==> config.mk <==
export PLATFORM = sky130hd
export DESIGN_NAME = cpu_seq_flat
export DESIGN_NICKNAME = d
export VERILOG_FILES = /design/src/rtl/cpu_seq_if.sv /design/src/rtl/cpu_seq.sv /design/src/flat_wrapper.sv
export SDC_FILE = /design/constraint.sdc
export NUM_CORES = 1
export LEC_CHECK = 0
export CORE_ASPECT_RATIO = 1.2
export CORE_MARGIN = 2
export CORE_UTILIZATION = 47
export CTS_CLUSTER_DIAMETER = 60
export DETAILED_ROUTE_END_ITERATION = 10
export PLACE_DENSITY = 0.82
export SYNTH_ARGS = -nofsm -noshare
export SYNTH_HDL_FRONTEND = slang
export SYNTH_SLANG_ARGS = --single-unit
==> constraint.sdc <==
create_clock -name clk -period 3.3 [get_ports clk]
set_input_delay 0.66 -clock clk [delete_from_list [all_inputs] [get_ports clk]]
set_output_delay 0.66 -clock clk [all_outputs]
set_load 0.01 [all_outputs]
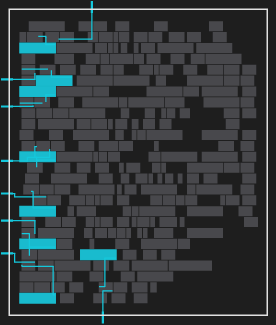
*I/O nets highlighted, run 1*
Drawn at 4 px/µm.
Key: cyan = `ld_data` [bits 8, direction output, edge 6 left, 1 bottom, 1 top, end cells 8, buffers 8, wire 165 µm]
buffers added on ports: 75
number of ports placed on the die boundary: 76

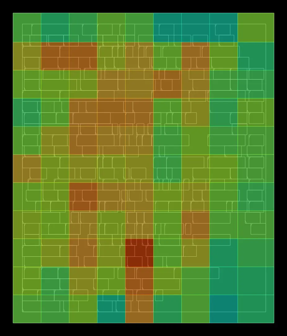
*Routing congestion map, run 1*
met2 Use GR: 0.298
global-route track usage on met1: 0.233

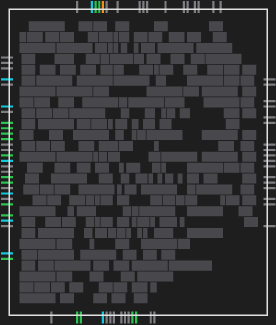
*Ports around the boundary, run 1*
Drawn at 4 px/µm. Pins as bars across the die edge, other pins in gray.
Key: orange = `mem_mem_wren` [pins 1, direction output, edge top]; green = `ir` [pins 16, direction output, edge 10 left, 4 bottom, 2 top]; cyan = `ld_data` [pins 8, direction output, edge 6 left, 1 bottom, 1 top]
All pins by edge: 28 left, 17 top, 17 right, 14 bottom.
DIE WIDTH: 64.1 µm
die extent in y: 76.1 µm

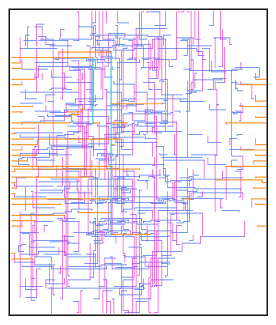
*Metal layers overlaid, run 1*
Drawn at 4 px/µm.
Key: magenta = metal 2 [wire length 2020 µm]; cyan = metal 4 [wire length 61.9 µm]; blue = metal 1 [wire length 1840 µm]; orange = metal 3 [wire length 391 µm]
total detailed-routing wirelength: 4310 µm
detail-routed net length per standard cell: 14.6 µm

==> run summary <==
State of the implementation.

- The clock tree root driver cell is sky130_fd_sc_hd__clkbuf_8, for reference.
- Per the log, the first TritonRoute iteration ended with a DRC count of 61.
- Per the post-synthesis stats, the area per cell is 12.4 µm².
- Ranking logic cells in the layout by count gives the top entries sky130_fd_sc_hd__clkdlybuf4s50_1, sky130_fd_sc_hd__dfrtp_1, sky130_fd_sc_hd__mux2_2, sky130_fd_sc_hd__nand2_1, sky130_fd_sc_hd__inv_1.
- The insertion delay at the late pin of the worst-skew pair is 0.29 ns, for reference.
- Per the synthesis report, the simple-gate share of the synthesized area is 0.116.
- After routing, the total negative slack on setup checks comes to 0 ns.
- The commonest cells after synthesis are sky130_fd_sc_hd__dfrtp_1, sky130_fd_sc_hd__mux2_2, sky130_fd_sc_hd__nand2_1, sky130_fd_sc_hd__inv_1, sky130_fd_sc_hd__xnor2_1.
- The pin count of the biggest net entering global routing is 46, for reference.
- Per the OpenROAD power report, switching power amounts to 925 µW.
- The wire length on met3 is 391 µm, for reference.
- The number of failing setup endpoints in the final timing report is 0, for reference.
- The worst path needs 3.02 ns of the cycle, external delays included.
- The detailed placer reported the number of placed instances as 289.
- The critical-path cell with the highest stage delay is sky130_fd_sc_hd__clkdlybuf4s50_1, for reference.
- The script parses the final routing iteration and logs DRC violations as 0.
- The clock buffer count from CTS is 5, for reference.
- The top logic cell by instance count in the layout is sky130_fd_sc_hd__clkdlybuf4s50_1, for reference.
- The total non-filler cell area in the finished layout is 0.00293 mm², for reference.
- The fraction of post-synthesis cell area in the top cell type by area is 0.552, for reference.
- The overall power of the completed layout is 2740 µW, for reference.
- Of the total power, the share spent switching nets is 0.337.
- The most critical min-delay path falls under input port to async pin.
- The met3 layer usage reported by global route is 0.0798, for reference.
- The worst setup path is captured at an output pin.
- Synthesis instantiated 33 different standard cells from the library.
- The congestion estimate from routability-driven global placement came to 0.750.
- At floorplan, the net count of the design was reported as 187.
- The internal power summed over all cells is 1820 µW, for reference.
- For flop-to-flop paths, the worst setup slack is 1.25 ns.
- The post-synthesis share of cell area spent on full adders, half adders and majority gates is 0.00614, for reference.
- The remaining antenna violation count after routing is 0, for reference.
- The clock network power share is 0.143, for reference.
- In this run the post-CTS setup repair buffer count came out at 0.
- At the worst endpoint, the arrival time is 2.36 ns.
- The post-route utilization of the core is recorded as 0.694.
- Summed over all layers, the global routing overflow is 0.
- Across every metal layer, demand over resource in global routing totals 0.189.
- The most common flop cell mapped by yosys is sky130_fd_sc_hd__dfrtp_1, for reference.
- The longest incremental delay of any stage on the critical path is reported as 0.55 ns.
- No sink is reached through more buffers than the 2 on the longest clock path.
- After synthesis, the chip area reported by Yosys is 0.00204 mm².
- Looking at the max-slew report, the worst-margin pin has a slew of 0.972 ns.
- The dominant combinational cell family by area after synthesis is multiplexers, for reference.
- Sorting the synthesized cells by area gives the leading types as sky130_fd_sc_hd__dfrtp_1, sky130_fd_sc_hd__mux2_2, sky130_fd_sc_hd__xnor2_1, sky130_fd_sc_hd__o32ai_1, sky130_fd_sc_hd__and2_1.
- Setup slack closes at 0.275 ns.
- The synthesized instance count is 165, for reference.
- The number of max-slew violations in the final report is 0, for reference.
- The area of the die is 0.00488 mm², for reference.
- The dominant delay contributor by cell family on the critical path is simple AND/OR/NAND/NOR gates, for reference.
- The synthesized design contains 0 enable-type register cells.
- The via count of the first global-routing pass was 1534.
- The number of iterations in the first detailed-routing pass is 4, for reference.
- Warnings reported by Yosys during synthesis add up to 0.
- The H-tree was split into 2 levels.
- The leakage power figure is 0.00124 µW, for reference.
- Per the final layout report, the fraction of cells sized above drive strength 1 comes to 0.196.
- The clock drives 45 sinks.
- The layout overhead on the synthesized area is 44.0%, for reference.
- The area fraction in compound gates after synthesis is 0.0706, for reference.
- The number of cells on the worst reg-to-reg path is 3.
- The number of diodes is 0, for reference.
- Of the total synthesized cell area, the portion taken by XOR and XNOR cells is 0.0387.
- The headroom to the max-slew limit is 0.352, for reference.
- After legalization and detailed placement, the total HPWL measured 3110 µm.
- TritonCTS built the clock tree.
- The data required time of the critical path is 2.64 ns, for reference.
- Together, buffers and inverters on the worst path number 1.
- Yosys stat counts 165 cells in the synthesized netlist.
- The kind of start point of the critical path is a flip-flop, for reference.
- The critical path runs through a total of 4 cells.
- The flow ran to the end, and the final reports show no timing, DRC or antenna violations.
- The post-placement worst setup slack is 0.607 ns, for reference.
- The routed design uses 2020 µm of met2 wire.
- The maximum vdd drop is 0.506 mV, for reference.
- The cell type with the largest total area after synthesis is sky130_fd_sc_hd__dfrtp_1, for reference.
- The flip-flop and latch count after synthesis is 45, for reference.
- Of all flip-flops after synthesis, the portion carrying an async set or reset was 1.00.
- The portion of netlist area occupied by mux cells is 0.177, for reference.
- For this design the ratio of total power to cell area is 935 mW/mm².
- In the floorplan report the effective utilization is 0.482.
- Of the total power, registers draw 0.367.
- The fmax is 331 MHz, for reference.
- The top fanout value on the critical path is 13, for reference.
- The leading cell type by number of instances after synthesis is sky130_fd_sc_hd__dfrtp_1, for reference.
- The count of nets after finishing is 262, for reference.
run 1: cell type report:
class | instances | area, µm²
fill | 314 | 1290
sequential | 45 | 1130
multi-input combinational | 100 | 832
timing repair buffer | 77 | 761
tap | 56 | 70.1
clock buffer | 5 | 68.8
inverter | 11 | 41.3
clock inverter | 2 | 35.0
run 1: power by group through the flow:
stage	Sequential [µW]	Clock [µW]	Combinational, µW
finish	1010	394	1340
CTS	1010	407	1360
floorplan	1040	0	592
global placement	1010	0	1330
detailed placement	1020	0	1350
global route	1060	422	1440
Power is estimated from default activity; no workload was simulated.
